[src/rtl/alu_sequencer_pkg.sv]
// Shared widths, instruction layout and sequencer state encoding for alu_sequencer.
package alu_sequencer_pkg;

    localparam int unsigned DATA_WIDTH   = 8;
    localparam int unsigned BUS_WIDTH    = 4;
    localparam int unsigned OPCODE_WIDTH = 6;
    localparam int unsigned PC_WIDTH     = 8;
    localparam int unsigned INSTR_WIDTH  = OPCODE_WIDTH + 3 * BUS_WIDTH;
    localparam int unsigned NREGS        = 2 ** BUS_WIDTH;

    localparam logic [OPCODE_WIDTH-1:0] HALT_OP = '1;

    typedef enum logic [2:0] {
        StIdle,
        StFetch,
        StRead,
        StCalc,
        StWrite,
        StHalt
    } seq_state_t;

    // Instruction word, MSB first: {opcode, dst, a1, a2}
    typedef struct packed {
        logic [OPCODE_WIDTH-1:0] opcode;
        logic [BUS_WIDTH-1:0]    dst;
        logic [BUS_WIDTH-1:0]    a1;
        logic [BUS_WIDTH-1:0]    a2;
    } instr_t;

endpackage

[src/rtl/alu_sequencer_if.sv]
// Sequencer-to-ALU bus; the sequencer is the master, the ALU the responder.
interface alu_sequencer_if;
    import alu_sequencer_pkg::*;

    logic                    alu_en;
    logic [DATA_WIDTH-1:0]   alu_value1;
    logic [DATA_WIDTH-1:0]   alu_value2;
    logic [BUS_WIDTH-1:0]    alu_addr1;
    logic [BUS_WIDTH-1:0]    alu_addr2;
    logic [OPCODE_WIDTH-1:0] alu_opcode;
    logic [DATA_WIDTH-1:0]   alu_result;
    logic                    alu_calc_done;
    logic                    alu_err;
    logic                    alu_finish;

    modport master (
        output alu_en, alu_value1, alu_value2, alu_addr1, alu_addr2, alu_opcode,
        input  alu_result, alu_calc_done, alu_err, alu_finish
    );

    modport slave (
        input  alu_en, alu_value1, alu_value2, alu_addr1, alu_addr2, alu_opcode,
        output alu_result, alu_calc_done, alu_err, alu_finish
    );

endinterface

[src/rtl/alu_sequencer_seq_regfile.sv]
// Register file: two registered read ports, one combinational debug port, one write port,
// synchronous active-low clear of every entry.
module seq_regfile
    import alu_sequencer_pkg::*;
(
    input  logic                  clk,
    input  logic                  rstn,
    input  logic                  rd_en,
    input  logic [BUS_WIDTH-1:0]  rd_addr1,
    input  logic [BUS_WIDTH-1:0]  rd_addr2,
    output logic [DATA_WIDTH-1:0] rd_data1,
    output logic [DATA_WIDTH-1:0] rd_data2,
    input  logic                  wr_en,
    input  logic [BUS_WIDTH-1:0]  wr_addr,
    input  logic [DATA_WIDTH-1:0] wr_data,
    input  logic [BUS_WIDTH-1:0]  dbg_addr,
    output logic [DATA_WIDTH-1:0] dbg_data
);

    logic [DATA_WIDTH-1:0] rf_q [NREGS];

    always_ff @(posedge clk) begin
        if (!rstn) begin
            for (int unsigned i = 0; i < NREGS; i++) begin
                rf_q[i] <= '0;
            end
            rd_data1 <= '0;
            rd_data2 <= '0;
        end else begin
            if (wr_en) begin
                rf_q[wr_addr] <= wr_data;
            end
            if (rd_en) begin
                rd_data1 <= rf_q[rd_addr1];
                rd_data2 <= rf_q[rd_addr2];
            end
        end
    end

    assign dbg_data = rf_q[dbg_addr];

endmodule

[src/rtl/alu_sequencer.sv]
// CPU control core: fetch, decode, drive the ALU for one cycle, write back, advance PC.
// Optional SEQ_RETIRE_CNT_EN adds a saturating 16-bit retired-instruction counter port.
module alu_sequencer
    import alu_sequencer_pkg::*;
(
    input  logic                   clk,
    input  logic                   rstn,
    input  logic                   start,
    output logic [PC_WIDTH-1:0]    imem_addr,
    input  logic [INSTR_WIDTH-1:0] imem_rdata,
    alu_sequencer_if.master        alu,
    output logic                   busy,
    output logic                   halted,
    output logic                   fault,
    output logic [PC_WIDTH-1:0]    pc,
    input  logic [BUS_WIDTH-1:0]   dbg_addr,
    output logic [DATA_WIDTH-1:0]  dbg_data
`ifdef SEQ_RETIRE_CNT_EN
    ,
    output logic [15:0]            retired_cnt
`endif
);

    seq_state_t           state_q, state_d;
    instr_t               ir_q, fetched;
    logic [PC_WIDTH-1:0]  pc_q, pc_d;
    logic                 halted_q, halted_d;
    logic                 fault_q, fault_d;
    logic                 alu_en_q;
    logic                 ld_op, wb_en, restart;

    assign fetched = imem_rdata;

    always_comb begin
        state_d  = state_q;
        pc_d     = pc_q;
        halted_d = halted_q;
        fault_d  = fault_q;
        ld_op    = 1'b0;
        wb_en    = 1'b0;
        restart  = 1'b0;
        case (state_q)
            StIdle: begin
                if (start) state_d = StFetch;
            end
            StFetch: state_d = StRead;
            StRead: begin
                if (fetched.opcode == HALT_OP) begin
                    halted_d = 1'b1;
                    state_d  = StHalt;
                end else begin
                    ld_op   = 1'b1;
                    state_d = StCalc;
                end
            end
            StCalc: state_d = StWrite;
            StWrite: begin
                if (alu.alu_err) begin
                    fault_d = 1'b1;
                    state_d = StHalt;
                end else if (alu.alu_calc_done) begin
                    wb_en = 1'b1;
                    pc_d  = pc_q + PC_WIDTH'(1);
                    // A finishing ALU still retires its result, then the core stops
                    if (alu.alu_finish) begin
                        halted_d = 1'b1;
                        state_d  = StHalt;
                    end else begin
                        state_d = StFetch;
                    end
                end
            end
            StHalt: begin
                if (start) begin
                    restart  = 1'b1;
                    halted_d = 1'b0;
                    fault_d  = 1'b0;
                    pc_d     = '0;
                    state_d  = StFetch;
                end
            end
            default: state_d = StIdle;
        endcase
    end

    always_ff @(posedge clk) begin
        if (!rstn) begin
            state_q  <= StIdle;
            pc_q     <= '0;
            ir_q     <= '0;
            halted_q <= 1'b0;
            fault_q  <= 1'b0;
            alu_en_q <= 1'b0;
        end else begin
            state_q  <= state_d;
            pc_q     <= pc_d;
            halted_q <= halted_d;
            fault_q  <= fault_d;
            alu_en_q <= ld_op;
            if (ld_op) ir_q <= fetched;
        end
    end

    seq_regfile u_regfile (
        .clk      (clk),
        .rstn     (rstn),
        .rd_en    (ld_op),
        .rd_addr1 (fetched.a1),
        .rd_addr2 (fetched.a2),
        .rd_data1 (alu.alu_value1),
        .rd_data2 (alu.alu_value2),
        .wr_en    (wb_en),
        .wr_addr  (ir_q.dst),
        .wr_data  (alu.alu_result),
        .dbg_addr (dbg_addr),
        .dbg_data (dbg_data)
    );

`ifdef SEQ_RETIRE_CNT_EN
    logic [15:0] retired_q;

    always_ff @(posedge clk) begin
        if (!rstn || restart) begin
            retired_q <= '0;
        end else if (wb_en && (retired_q != 16'hFFFF)) begin
            retired_q <= retired_q + 16'd1;
        end
    end

    assign retired_cnt = retired_q;
`endif

    assign alu.alu_en     = alu_en_q;
    assign alu.alu_opcode = ir_q.opcode;
    assign alu.alu_addr1  = ir_q.a1;
    assign alu.alu_addr2  = ir_q.a2;
    assign imem_addr      = pc_q;
    assign pc             = pc_q;
    assign halted         = halted_q;
    assign fault          = fault_q;
    assign busy           = !(state_q inside {StIdle, StHalt});

endmodule
[src/flat_wrapper.sv]
// flat-port wrapper written by rule: the top's interface ports become plain ports
module alu_sequencer_flat import alu_sequencer_pkg::*;
  (clk, rstn, start, imem_addr, imem_rdata, busy, halted, fault, pc, dbg_addr, dbg_data, alu_alu_en, alu_alu_value1, alu_alu_value2, alu_alu_addr1, alu_alu_addr2, alu_alu_opcode, alu_alu_result, alu_alu_calc_done, alu_alu_err, alu_alu_finish);
  alu_sequencer_if alu_i ();
  input  logic clk;
  input  logic rstn;
  input  logic start;
  output logic [PC_WIDTH-1:0] imem_addr;
  input  logic [INSTR_WIDTH-1:0] imem_rdata;
  output logic busy;
  output logic halted;
  output logic fault;
  output logic [PC_WIDTH-1:0] pc;
  input  logic [BUS_WIDTH-1:0] dbg_addr;
  output logic [DATA_WIDTH-1:0] dbg_data;
  output wire logic [$bits(alu_i.alu_en)-1:0] alu_alu_en;
  output wire logic [$bits(alu_i.alu_value1)-1:0] alu_alu_value1;
  output wire logic [$bits(alu_i.alu_value2)-1:0] alu_alu_value2;
  output wire logic [$bits(alu_i.alu_addr1)-1:0] alu_alu_addr1;
  output wire logic [$bits(alu_i.alu_addr2)-1:0] alu_alu_addr2;
  output wire logic [$bits(alu_i.alu_opcode)-1:0] alu_alu_opcode;
  input wire logic [$bits(alu_i.alu_result)-1:0] alu_alu_result;
  input wire logic [$bits(alu_i.alu_calc_done)-1:0] alu_alu_calc_done;
  input wire logic [$bits(alu_i.alu_err)-1:0] alu_alu_err;
  input wire logic [$bits(alu_i.alu_finish)-1:0] alu_alu_finish;
  assign alu_alu_en = alu_i.alu_en;
  assign alu_alu_value1 = alu_i.alu_value1;
  assign alu_alu_value2 = alu_i.alu_value2;
  assign alu_alu_addr1 = alu_i.alu_addr1;
  assign alu_alu_addr2 = alu_i.alu_addr2;
  assign alu_alu_opcode = alu_i.alu_opcode;
  assign alu_i.alu_result = alu_alu_result;
  assign alu_i.alu_calc_done = alu_alu_calc_done;
  assign alu_i.alu_err = alu_alu_err;
  assign alu_i.alu_finish = alu_alu_finish;
  alu_sequencer u_core (.clk(clk), .rstn(rstn), .start(start), .imem_addr(imem_addr), .imem_rdata(imem_rdata), .alu(alu_i), .busy(busy), .halted(halted), .fault(fault), .pc(pc), .dbg_addr(dbg_addr), .dbg_data(dbg_data));
endmodule
[config.mk]
export PLATFORM = sky130hd
export DESIGN_NAME = alu_sequencer_flat
export DESIGN_NICKNAME = d
export VERILOG_FILES = /design/src/rtl/alu_sequencer_pkg.sv /design/src/rtl/alu_sequencer_if.sv /design/src/rtl/alu_sequencer_seq_regfile.sv /design/src/rtl/alu_sequencer.sv /design/src/flat_wrapper.sv
export SDC_FILE = /design/constraint.sdc
export NUM_CORES = 1
export LEC_CHECK = 0
export CORE_MARGIN = 2
export CORE_UTILIZATION = 60
export DETAILED_ROUTE_END_ITERATION = 8
export DONT_BUFFER_PORTS = 1
export PLACE_DENSITY = 0.76
export SYNTH_ARGS = -nofsm -noshare
export SYNTH_HDL_FRONTEND = slang
export SYNTH_SLANG_ARGS = --single-unit
[constraint.sdc]
create_clock -name clk -period 4.7 [get_ports clk]
set_input_delay 0.94 -clock clk [delete_from_list [all_inputs] [get_ports clk]]
set_output_delay 0.94 -clock clk [all_outputs]
set_load 0.01 [all_outputs]
Figure 1. Placement by cell class.
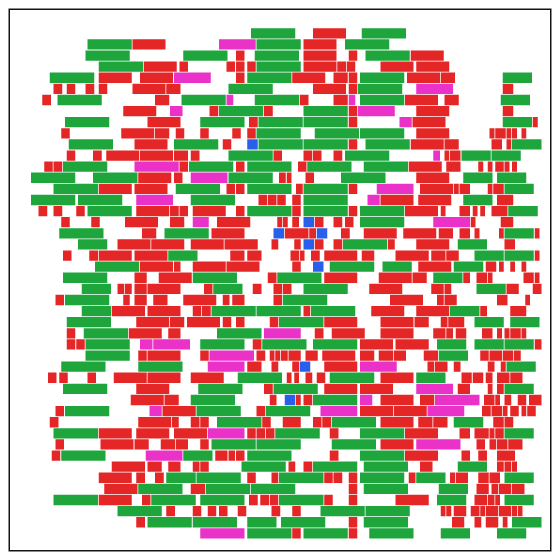
green -> flip-flops  # cells 176, share of their area 47%
blue -> other buffers and delay cells  # cells 8, share of their area 0.59%
magenta -> clock drivers and dummy loads  # cells 32, share of their area 6.4%
red -> all other logic  # cells 458, share of their area 46%

Figure 2. Clock nets.
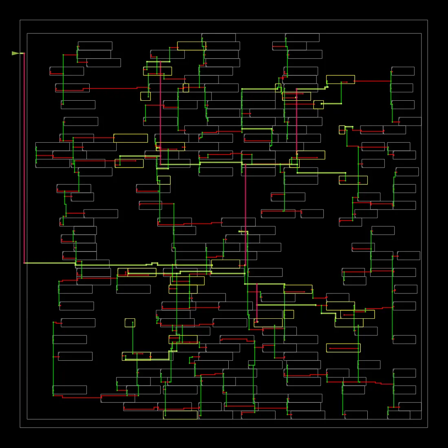
Late-Pin Clk Latency: 0.44 ns
CLK BUF: 17
clock sink count: 176

Figure 3. Cell sizes after repair.
Scale bar: 50 um.
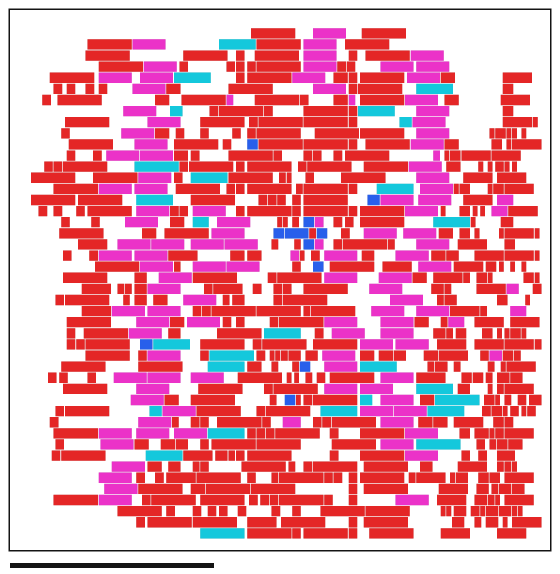
red -> drive 1 or less  # cells 519, share 77%, most used and2_1
magenta -> drive 2  # cells 117, share 17%, most used mux4_2
cyan -> drive 6 and up  # cells 27, share 4.0%, most used clkbuf_16
blue -> drive 3 to 4  # cells 11, share 1.6%, most used buf_4

Figure 4. Clock distribution.
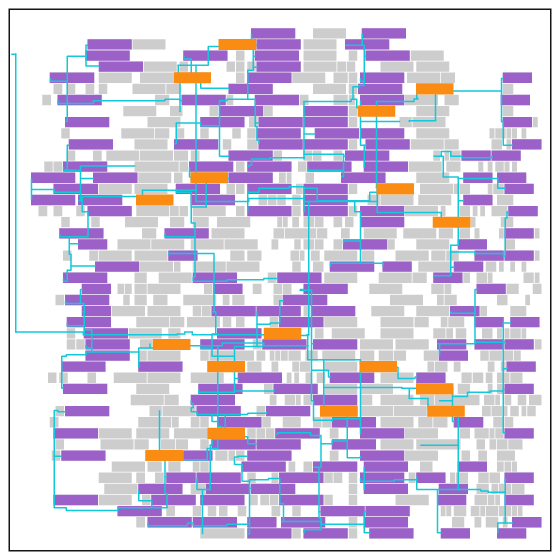
orange -> cells driving clock nets  # count 17
purple -> flip-flops  # count 176
cyan -> clock wires  # length 2050 um
flops lie = spread over the die

Figure 5. Register map, names as in the netlist.
Scale bar: 50 um.
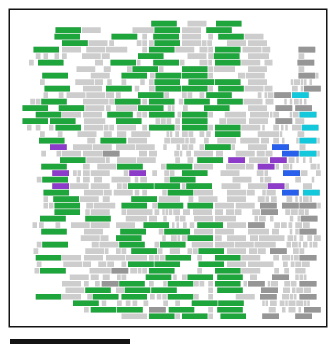
purple -> u_core.u_regfile.rd_data1  # sequential cells 8
green -> u_core.u_regfile.rf_q  # sequential cells 128
cyan -> u_core.alu.alu_opcode  # sequential cells 6, where right middle
blue -> u_core.ir_q  # sequential cells 4, where right middle
not coloured = 30

worst max-delay path, stage by stage, from the launching register on:
cell and delay [ns]:
dfxtp_1 0.43, nor3b_1 0.78, nand4b_1 0.42, o21ai_0 1.09
final timing paths:
| check | end | slack [ns] |
|---|---|---|
| max reg2reg | u_core.u_regfile.rf_q[10][7] | 1.58 |
| min reg2reg | u_core.alu.alu_addr1[3] | 0.51 |
| max | u_core.u_regfile.rf_q[10][7] | 1.58 |
| min | u_core.alu.alu_addr1[3] | 0.51 |
layout make-up:
cell class,count,area (sq um)
fill,1177,5550
sequential,176,4800
multi-input combinational,458,4660
clock buffer,17,425
tap,216,270
clock inverter,15,229
timing repair buffer,8,60.1
power by group through the flow:
stage	registers [uW]	clock network (uW)	logic, uW
CTS	1790	1580	289
global placement	1810	0	280
detailed placement	1820	0	287
floorplan	1780	0	306
global route	1790	1650	306
finish	1790	1580	292
through the flow:
step	utilization [%]	instance area (sq um)	worst slack [ns]	total power [uW]	hold WS, ns
finish	65.3	10400	1.58	3660	0.514
global route	65.3	10400	1.35	3750	0.536
CTS	65.3	10400	1.70	3660	0.515
detailed placement	61.2	9790	1.25	2110	0.506
global placement	61.2	9790	1.46	2090	0.496
floorplan	-	9860	1.28	2090	0.444
cell usage after synthesis, drive strengths merged:
library cell and instances:
nor3b 2, ha 1, clkbuf 35, and3b 1
a21o 2, and4 1, or3b 2, nand3b 3
a21boi 16, nor2 19, o211ai 2, or4 1
nor4 1, nand3 21, a2111oi 3, xnor2 7
o21ai 11, edfxtp 128, mux4 104, nor3 8
and2 133, xor2 1, a31oi 1, dfxtp 48
o221ai 16, o221a 3, nand4b 2, a21oi 6
buf 43, nand2b 12, nor2b 3, nand2 38
nand4 1, o2bb2ai 1, a211oi 2, mux2i 34
==> out/results.txt <==
Final Hold Violating Endpoints -> 0
Iter 0 DRT Violations -> 914
PD cells -> 350 nW/um^2
I/O pin total -> 94
Mean area per synthesized cell -> 13.8 sq um
Area grow syn2layout -> 5.96%
Yosys warning count -> 0
Met1 Wirelength -> 9.14 mm
Congestion Overflow GR -> 0
Finish-stage setup viols -> 0
Core area -> 16000 sq um
Met1 GRT Util -> 39.1%
Mapped Area -> 9860 sq um
Post-CTS setup buffer count -> 0
Clk_skew -> 0.00712 ns
Global-route met2 utilization -> 50.1%
MUX area fraction -> 27.2%
Status -> complete, no violations
Share of the synthesized area in the top cell type -> 39.0%
CTS tree -> yes
Vias in the first global route -> 6339
Gp weighted congestion -> 0.912
Clk pin slew, worst setup/hold paths -> 0.07 ns
CTS Buf Count -> 17
DRT Pass-1 Iters -> 5
Seq cells post-synth -> 176
CTS root buffer -> clkbuf_16
Final min period -> 3.12 ns
Switching share of power -> 22.4%
Clock Power Share -> 43.1%
Number of max-cap violations -> 0
Final worst path period share -> 66.3%
Relative slew margins -> 14.6%
DR vias/cell -> 7.23
Max Clk Rate -> 321 MHz
WL per Instance -> 29.5 um
No activity file was given, so power comes from the tool's default toggle rates.
